File: src/rtl/systolic_ctrl_if.sv
// Host-side handshake bundle for systolic_ctrl: job request, weight-row and
// feature-vector handshakes, and job status.
interface systolic_ctrl_if #(
  parameter int unsigned LEN_W = 16
) ();
  logic             start;
  logic [LEN_W-1:0] fm_len;
  logic             w_valid;
  logic             w_ready;
  logic             fm_valid;
  logic             fm_ready;
  logic             busy;
  logic             done;

  modport master (
    output start, fm_len, w_valid, fm_valid,
    input  w_ready, fm_ready, busy, done
  );

  modport slave (
    input  start, fm_len, w_valid, fm_valid,
    output w_ready, fm_ready, busy, done
  );
endinterface

File: src/rtl/systolic_ctrl.sv
// Sequencer for an ARRAY_N x ARRAY_N weight-stationary systolic array: weight load,
// swap, skewed feature streaming, drain. Optional perf counters: SYSTOLIC_CTRL_PERF_CNT_EN.
module systolic_ctrl #(
  parameter int unsigned ARRAY_N = 4,
  parameter int unsigned LEN_W   = 16
) (
  input  logic               clk,
  input  logic               rst_n,
  systolic_ctrl_if.slave     bus,
  output logic               arr_load_en,
  output logic               arr_shift_en,
  output logic [ARRAY_N-1:0] fm_row_valid,
  output logic [ARRAY_N-1:0] psum_col_valid
`ifdef SYSTOLIC_CTRL_PERF_CNT_EN
  ,
  output logic [31:0]        perf_busy_cyc,
  output logic [31:0]        perf_stall_cyc
`endif
);

  localparam int unsigned ROW_W  = (ARRAY_N > 1) ? $clog2(ARRAY_N) : 1;
  localparam int unsigned DRN_W  = $clog2(2 * ARRAY_N + 1);
  localparam int unsigned PIPE_D = 2 * ARRAY_N;

  typedef enum logic [2:0] {
    S_IDLE   = 3'd0,
    S_LOAD   = 3'd1,
    S_SWAP   = 3'd2,
    S_STREAM = 3'd3,
    S_DRAIN  = 3'd4,
    S_DONE   = 3'd5
  } state_t;

  state_t             state, state_nx;
  logic [LEN_W-1:0]   fm_len_q;
  logic [ROW_W-1:0]   row_cnt;
  logic [LEN_W-1:0]   vec_cnt;
  logic [DRN_W-1:0]   drn_cnt;
  logic [PIPE_D:1]    acc_sr;
  logic               fm_acc;
  logic               start_acc;

  assign start_acc   = (state == S_IDLE) && bus.start;
  assign arr_load_en = bus.w_valid & bus.w_ready;
  assign fm_acc      = bus.fm_valid & bus.fm_ready;

  // State register
  always_ff @(posedge clk) begin
    if (!rst_n) state <= S_IDLE;
    else        state <= state_nx;
  end

  // Next-state logic; vector compare against fm_len-1 avoids wrap at max length
  always_comb begin
    state_nx = state;
    case (state)
      S_IDLE:   if (bus.start) state_nx = S_LOAD;
      S_LOAD:   if (arr_load_en && (row_cnt == ROW_W'(ARRAY_N - 1))) state_nx = S_SWAP;
      S_SWAP:   state_nx = (fm_len_q == '0) ? S_DONE : S_STREAM;
      S_STREAM: if (fm_acc && (vec_cnt == fm_len_q - LEN_W'(1))) state_nx = S_DRAIN;
      S_DRAIN:  if (drn_cnt == DRN_W'(2 * ARRAY_N)) state_nx = S_DONE;
      S_DONE:   state_nx = S_IDLE;
      default:  state_nx = S_IDLE;
    endcase
  end

  // State-decoded outputs
  always_comb begin
    bus.w_ready  = 1'b0;
    bus.fm_ready = 1'b0;
    bus.done     = 1'b0;
    arr_shift_en = 1'b0;
    bus.busy     = (state != S_IDLE);
    case (state)
      S_LOAD:   bus.w_ready  = 1'b1;
      S_SWAP:   arr_shift_en = 1'b1;
      S_STREAM: bus.fm_ready = 1'b1;
      S_DONE:   bus.done     = 1'b1;
      default:  ;
    endcase
  end

  // Job length latch and row / vector / drain counters
  always_ff @(posedge clk) begin
    if (!rst_n) begin
      fm_len_q <= '0;
      row_cnt  <= '0;
      vec_cnt  <= '0;
      drn_cnt  <= '0;
    end else if (start_acc) begin
      fm_len_q <= bus.fm_len;
      row_cnt  <= '0;
      vec_cnt  <= '0;
      drn_cnt  <= '0;
    end else begin
      if (arr_load_en)        row_cnt <= row_cnt + ROW_W'(1);
      if (fm_acc)             vec_cnt <= vec_cnt + LEN_W'(1);
      if (state == S_DRAIN)   drn_cnt <= drn_cnt + DRN_W'(1);
    end
  end

  // acc_sr[k] is the accept strobe delayed by k cycles
  always_ff @(posedge clk) begin
    if (!rst_n) acc_sr <= '0;
    else        acc_sr <= {acc_sr[PIPE_D-1:1], fm_acc};
  end

  // Row r sees the accept r cycles late; column c result lands ARRAY_N+1+c cycles late
  always_comb begin
    fm_row_valid    = '0;
    psum_col_valid  = '0;
    fm_row_valid[0] = fm_acc;
    for (int r = 1; r < ARRAY_N; r++) fm_row_valid[r] = acc_sr[r];
    for (int c = 0; c < ARRAY_N; c++) psum_col_valid[c] = acc_sr[ARRAY_N + 1 + c];
  end

`ifdef SYSTOLIC_CTRL_PERF_CNT_EN
  // Saturating busy / stall counters, cleared per job
  always_ff @(posedge clk) begin
    if (!rst_n || start_acc) begin
      perf_busy_cyc  <= '0;
      perf_stall_cyc <= '0;
    end else begin
      if (bus.busy && (perf_busy_cyc != '1))
        perf_busy_cyc <= perf_busy_cyc + 32'd1;
      if ((state == S_STREAM) && !bus.fm_valid && (perf_stall_cyc != '1))
        perf_stall_cyc <= perf_stall_cyc + 32'd1;
    end
  end
`endif

endmodule

File: src/flat_wrapper.sv
// flat-port wrapper written by rule: the top's interface ports become plain ports
module systolic_ctrl_flat 
#(
  parameter int unsigned ARRAY_N = 4,
  parameter int unsigned LEN_W   = 16
)
  (clk, rst_n, arr_load_en, arr_shift_en, fm_row_valid, psum_col_valid, bus_start, bus_fm_len, bus_w_valid, bus_fm_valid, bus_w_ready, bus_fm_ready, bus_busy, bus_done);
  systolic_ctrl_if #(.LEN_W(LEN_W)) bus_i ();
  input  logic clk;
  input  logic rst_n;
  output logic arr_load_en;
  output logic arr_shift_en;
  output logic [ARRAY_N-1:0] fm_row_valid;
  output logic [ARRAY_N-1:0] psum_col_valid;
  input wire logic [$bits(bus_i.start)-1:0] bus_start;
  input wire logic [$bits(bus_i.fm_len)-1:0] bus_fm_len;
  input wire logic [$bits(bus_i.w_valid)-1:0] bus_w_valid;
  input wire logic [$bits(bus_i.fm_valid)-1:0] bus_fm_valid;
  output wire logic [$bits(bus_i.w_ready)-1:0] bus_w_ready;
  output wire logic [$bits(bus_i.fm_ready)-1:0] bus_fm_ready;
  output wire logic [$bits(bus_i.busy)-1:0] bus_busy;
  output wire logic [$bits(bus_i.done)-1:0] bus_done;
  assign bus_i.start = bus_start;
  assign bus_i.fm_len = bus_fm_len;
  assign bus_i.w_valid = bus_w_valid;
  assign bus_i.fm_valid = bus_fm_valid;
  assign bus_w_ready = bus_i.w_ready;
  assign bus_fm_ready = bus_i.fm_ready;
  assign bus_busy = bus_i.busy;
  assign bus_done = bus_i.done;
  systolic_ctrl #(.ARRAY_N(ARRAY_N), .LEN_W(LEN_W)) u_core (.clk(clk), .rst_n(rst_n), .bus(bus_i), .arr_load_en(arr_load_en), .arr_shift_en(arr_shift_en), .fm_row_valid(fm_row_valid), .psum_col_valid(psum_col_valid));
endmodule
File: config.mk
export PLATFORM = sky130hd
export DESIGN_NAME = systolic_ctrl_flat
export DESIGN_NICKNAME = d
export VERILOG_FILES = /design/src/rtl/systolic_ctrl_if.sv /design/src/rtl/systolic_ctrl.sv /design/src/flat_wrapper.sv
export SDC_FILE = /design/constraint.sdc
export NUM_CORES = 1
export LEC_CHECK = 0
export ABC_CLOCK_PERIOD_IN_PS = 2710
export CORE_MARGIN = 5
export CORE_UTILIZATION = 55
export CTS_CLUSTER_DIAMETER = 80
export DETAILED_ROUTE_END_ITERATION = 8
export GPL_ROUTABILITY_DRIVEN = 1
export GPL_TIMING_DRIVEN = 0
export PLACE_DENSITY = 0.85
export SLEW_MARGIN = 25
export SYNTH_ARGS = -nofsm -noshare
export SYNTH_HDL_FRONTEND = slang
export SYNTH_SLANG_ARGS = --single-unit
export TNS_END_PERCENT = 100
File: constraint.sdc
create_clock -name clk -period 2.71 [get_ports clk]
set_input_delay 0.542 -clock clk [delete_from_list [all_inputs] [get_ports clk]]
set_output_delay 0.542 -clock clk [all_outputs]
set_load 0.005 [all_outputs]
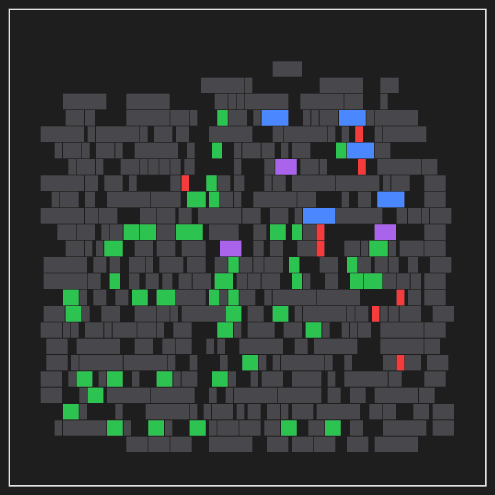
Fig. 1. Logic cells by family (run 1).
(6 px per um)
purple -> multiplexers  # cells 3
red -> inverters  # cells 8, where right middle
green -> inverting AOI/OAI gates  # cells 43
blue -> adder and majority cells  # cells 5

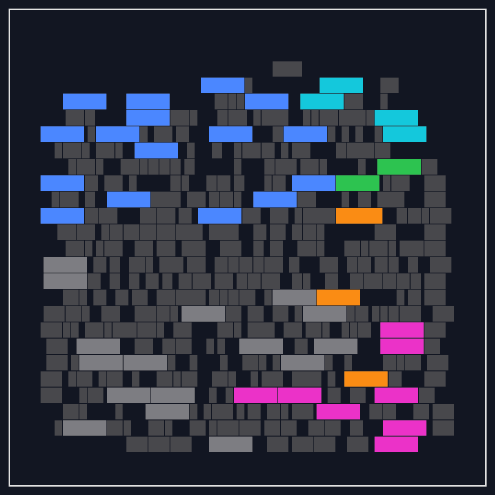
Fig. 2. Sequential cells coloured by netlist name (run 1).
(6 px per um) Other sequential cells in the stronger grey, the rest of the logic in the fainter grey.
magenta -> `u_core.acc_sr`  # placed flops 8, where bottom right
green -> `u_core.row_cnt`  # placed flops 2
orange -> `u_core.state`  # placed flops 3
blue -> `u_core.vec_cnt`  # placed flops 16
cyan -> `u_core.drn_cnt`  # placed flops 4, where top right
not coloured = 16

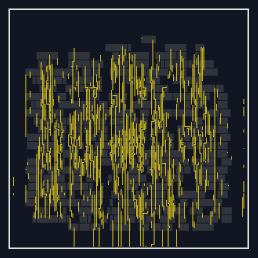
Fig. 3. Metal 2 (run 1).
(3 px per um)
nets with wire on the layer = 318
share of all routed wire = 49%

==> results_dict.tcl, run 1 <==
# metrics dict for downstream scripts
set metrics [dict create \
    grt_usage_pct 18.73 \
    postLayoutCellArea_sq_mm 0.003110 \
    drt-total-wl_mm 5.358 \
    drt-wirelength-per-cell_um 13.00 \
    p_total_w 0.001832 \
    worst_setup_path_end_kind "primary output" \
    antenna_cells 0 \
    fmax_mhz 392.0 \
    grt_pass1_wl_mm 9.563 \
    setup_ws_ps 159.3 \
    yosys.stat.seqShare_pct 37.26 \
    grt_pass1_vias 2160 \
    synthAdderAreaFrac_pct 2.376 \
    syn2layout_area_growth_pct 18.16 \
    cts-resized-gates 0 \
    regArea_sq_um 982.2 \
    cts_tree "done" \
    holdBufCountCts 0 \
    num-fill-cells 409 \
    synth_stat.cells 320 \
    cts_sinks 49 \
    layout_top_cells "48 x dfxtp_1, 45 x nand2_1, 33 x clkdlybuf4s50_1" \
    min_period_over_period_pct 94.12 \
    synthTopCellsByArea "dfxtp_1 37%, nand2_1 6.4%, xnor2_1 5.3%, xor2_1 5.3%, nor2_1 3.8%" \
    status "complete, no violations" \
    layout_top_cell "dfxtp_1" \
    setup-violations-final 0 \
    maxCapViolations 0 \
    rows 25 \
    core_area_sq_mm 0.004692 \
    most_common_cell "dfxtp_1" \
    cts_buffers 5 \
    ys_sh_simple_pct 29.75 \
    ir_drop_v 0.0003354 \
    xor_area_share_pct 10.65 \
    finalSetupTns_ps 0 \
    die_w_um 79.19 \
    path_class "in -> out" \
    worst_pin_slew_ps 793.7 \
    vias 2267 \
    gr-total-overflow 0 \
    path_clk_slew_ps 90 \
    dp.cells 407 \
    drive_gt1_share_pct 8.101 \
    slew_violations 0 \
    via_per_inst 5.502 \
]
==> run 1: routing by layer <==
layer  GRT usage, %  up-vias  share of wire (%)  wire length, um
li1               -     1165                  -                -
met1          23.13     1048                 45             2386
met2          32.83       46                 49             2649
met3          3.175        8                4.5              239
met4          6.357        0                1.5               82
met5              0        -                  0                0
==> run 1: area by class of cell <==
type	count	area share, %
inverter	8	0.9654
buffer	23	3.781
timing repair buffer	33	10.62
sequential	49	31.58
multi-input combinational	237	48.11
clock inverter	3	0.5632
tap	54	2.172
clock buffer	5	2.212
==> run 1: path summary, 6_finish.rpt <==
| check | startpoint | end | slack (ps) | cells past startpoint |
|---|---|---|---|---|
| min reg2reg | u_core.acc_sr[4]$_SDFF_PN0_ | u_core.acc_sr[5]$_SDFF_PN0_ | 450 | 1 |
| max | bus_fm_valid | fm_row_valid[0] | 160 | 4 |
| max reg2reg | u_core.fm_len_q[0]$_SDFFE_PN0P_ | u_core.state[1]$_SDFFE_PN0P_ | 270 | 9 |
| min | u_core.acc_sr[4]$_SDFF_PN0_ | u_core.acc_sr[5]$_SDFF_PN0_ | 450 | 1 |
==> run 1: where the power goes <==
| part | internal, W | switching, W | total [W] |
|---|---|---|---|
| registers | 0.000767 | 0.0000603 | 0.000828 |
| logic | 0.000278 | 0.000305 | 0.000584 |
| clock network | 0.000178 | 0.000242 | 0.000421 |
| total | 0.00122 | 0.000608 | 0.00183 |
==> run 1: worst max-delay path, cell delays in order <==
cell and delay [ps]:
clkdlybuf4s50_1 450, and4b_2 380, buf_4 150, clkdlybuf4s50_1 480
==> run 1: metrics by stage <==
step           util (%)  hold slack, ps
3_5_place_dp      64.59           432.9
2_1_floorplan         -           411.9
5_1_grt           66.29           468.0
4_1_cts           66.35           453.8
6_report          66.29           450.2
3_3_place_gp      64.59           415.0
==> run 1 -> run 2 <==
Settings changed: REMOVE_ABC_BUFFERS set to 1, SLEW_MARGIN 25 to 0.
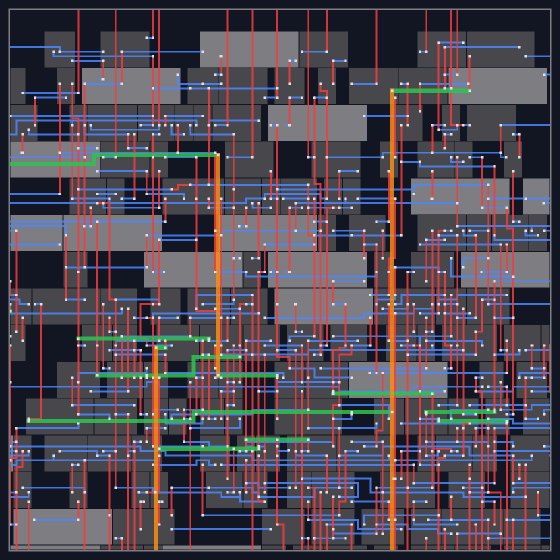
Fig. 4. A small window of the routed layout (run 2).
Window x 20 to 60, y 35 to 75 um. Cells in grey, sequential cells in the stronger grey; small squares are vias.
red -> met2
orange -> met4
blue -> met1
green -> met3
most frequent = nand2_1 (22), dfxtp_1 (15), clkdlybuf4s50_1 (12)
netlist names of flops here include = `u_core.fm_len_q` (9), `u_core.acc_sr` (4)
sequential cells in the window = 15
cells with their middle in the window = 137

==> run 2 against run 1 <==
  * Synthesized cell count unchanged
  * Highest routed layer unchanged
  * Via count decreased by 2.0%
  * Clock power hardly changed
  * Hold slack lost 16 ps
  * Cell count is 5.3% lower
  * Combinational power decreased by 4.8%
  * First-iteration DRC count shrank 11%
  * Critical path depth is 1 lower
  * Sequential share of layout area grew 1.1 points
==> results_dict.tcl, run 2 <==
# metrics dict for downstream scripts
set metrics [dict create \
    status "complete, no violations" \
    grt_usage_pct 18.01 \
    cts_sinks 49 \
    clockPowerShare_pct 23.3 \
    crit_top_cell "clkdlybuf4s50_1" \
    crit_chain "clkdlybuf4s50_1, and4b_1, clkdlybuf4s50_1" \
    yosys.stat.seqShare_pct 37.26 \
    core_area_sq_mm 0.004692 \
    layout_top_cell "dfxtp_1" \
    crit_path_top_delay_cell "clkdlybuf4s50_1" \
    p_int_w 0.001206 \
    cts_buffers 5 \
    p_total_w 0.001823 \
    gr-total-overflow 0 \
    ys_sh_simple_pct 29.75 \
    pwr-share-seq_pct 46.2 \
    via_per_inst 5.697 \
    holdBufCountCts 0 \
    most_common_cell "dfxtp_1" \
    maxCapViolations 0 \
    path_clk_slew_ps 90 \
    timing.hold.ws_ps 434.2 \
    slew_violations 0 \
    cts_tree "done" \
    drt-total-wl_mm 5.341 \
    min_period_over_period_pct 94.18 \
    rows 25 \
    fmax_mhz 391.8 \
    p_switching_w 0.0006164 \
    fin_util_pct 63.89 \
    antenna_cells 0 \
    p_comb_share_pct 30.5 \
    worst_setup_path_end_kind "primary output" \
    ir_drop_v 0.0006301 \
    switching_share_pct 33.82 \
    cts-resized-gates 0 \
    num-fill-cells 396 \
]
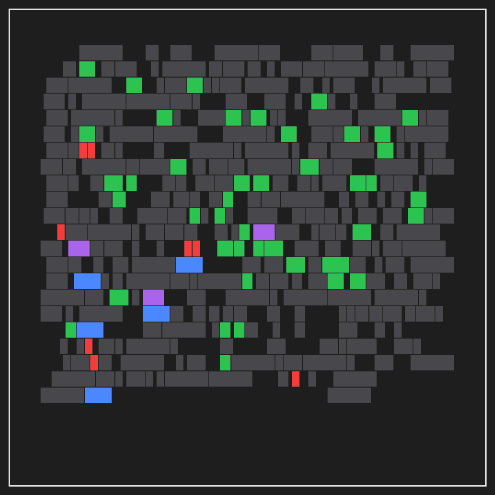
Fig. 5. Logic cells by family (run 2).
(6 px per um)
red -> inverters  # cells 8, where left middle
purple -> multiplexers  # cells 3
blue -> adder and majority cells  # cells 5
green -> inverting AOI/OAI gates  # cells 43

[run 2: critical path: cells and delay by family]
family | cells | cell delay [ps]
buffers and inverters | 2 | 1030
and+or+nand+nor | 1 | 430
[run 2: per-stage QoR]
stage,cells,instance area (sq um)
finish,390,2998
CTS,390,2998
global route,390,2998
detailed placement,382,2912
global placement,382,2912
floorplan,294,2504
[run 2: power groups by stage]
stage	Clock [W]	Sequential, W	Combinational (W)
2_1_floorplan	0	0.000836	0.000384
3_3_place_gp	0	0.000857	0.000532
3_5_place_dp	0	0.000857	0.000548
4_1_cts	0.000436	0.000841	0.000557
5_1_grt	0.000458	0.000853	0.000615
6_report	0.000424	0.000843	0.000556
[run 2: final cells by class]
class / instances / area [sq um] / area share, %
multi-input cells: 237 / 1493 / 49.79
flip-flops and latches: 49 / 980.9 / 32.72
repair buffers: 34 / 340.3 / 11.35
clock buffers: 5 / 68.82 / 2.295
well taps: 54 / 67.56 / 2.254
inverters: 8 / 30.03 / 1.002
clock inverters: 3 / 17.52 / 0.5843
[run 2: path summary, 6_finish.rpt]
kind | cells past startpoint | start | endpoint
worst min register to register | 1 | u_core.acc_sr[4]$_SDFF_PN0_ | u_core.acc_sr[5]$_SDFF_PN0_
worst max-delay path | 3 | bus_fm_valid | fm_row_valid[0]
worst min-delay path | 1 | u_core.acc_sr[4]$_SDFF_PN0_ | u_core.acc_sr[5]$_SDFF_PN0_
worst max register to register | 6 | u_core.fm_len_q[2]$_SDFFE_PN0P_ | u_core.state[2]$_SDFFE_PN0P_
[run 2: metal layers]
metal | GRT usage (%) | part of all wire, % | vias up
met5 | 0 | 0 | -
met4 | 7.732 | 1.9 | 0
met3 | 3.515 | 4.2 | 9
met2 | 30.13 | 49 | 55
met1 | 22.49 | 45 | 1028
li1 | - | - | 1130
Power figures rest on the tool's default switching activity, not on a simulated workload.
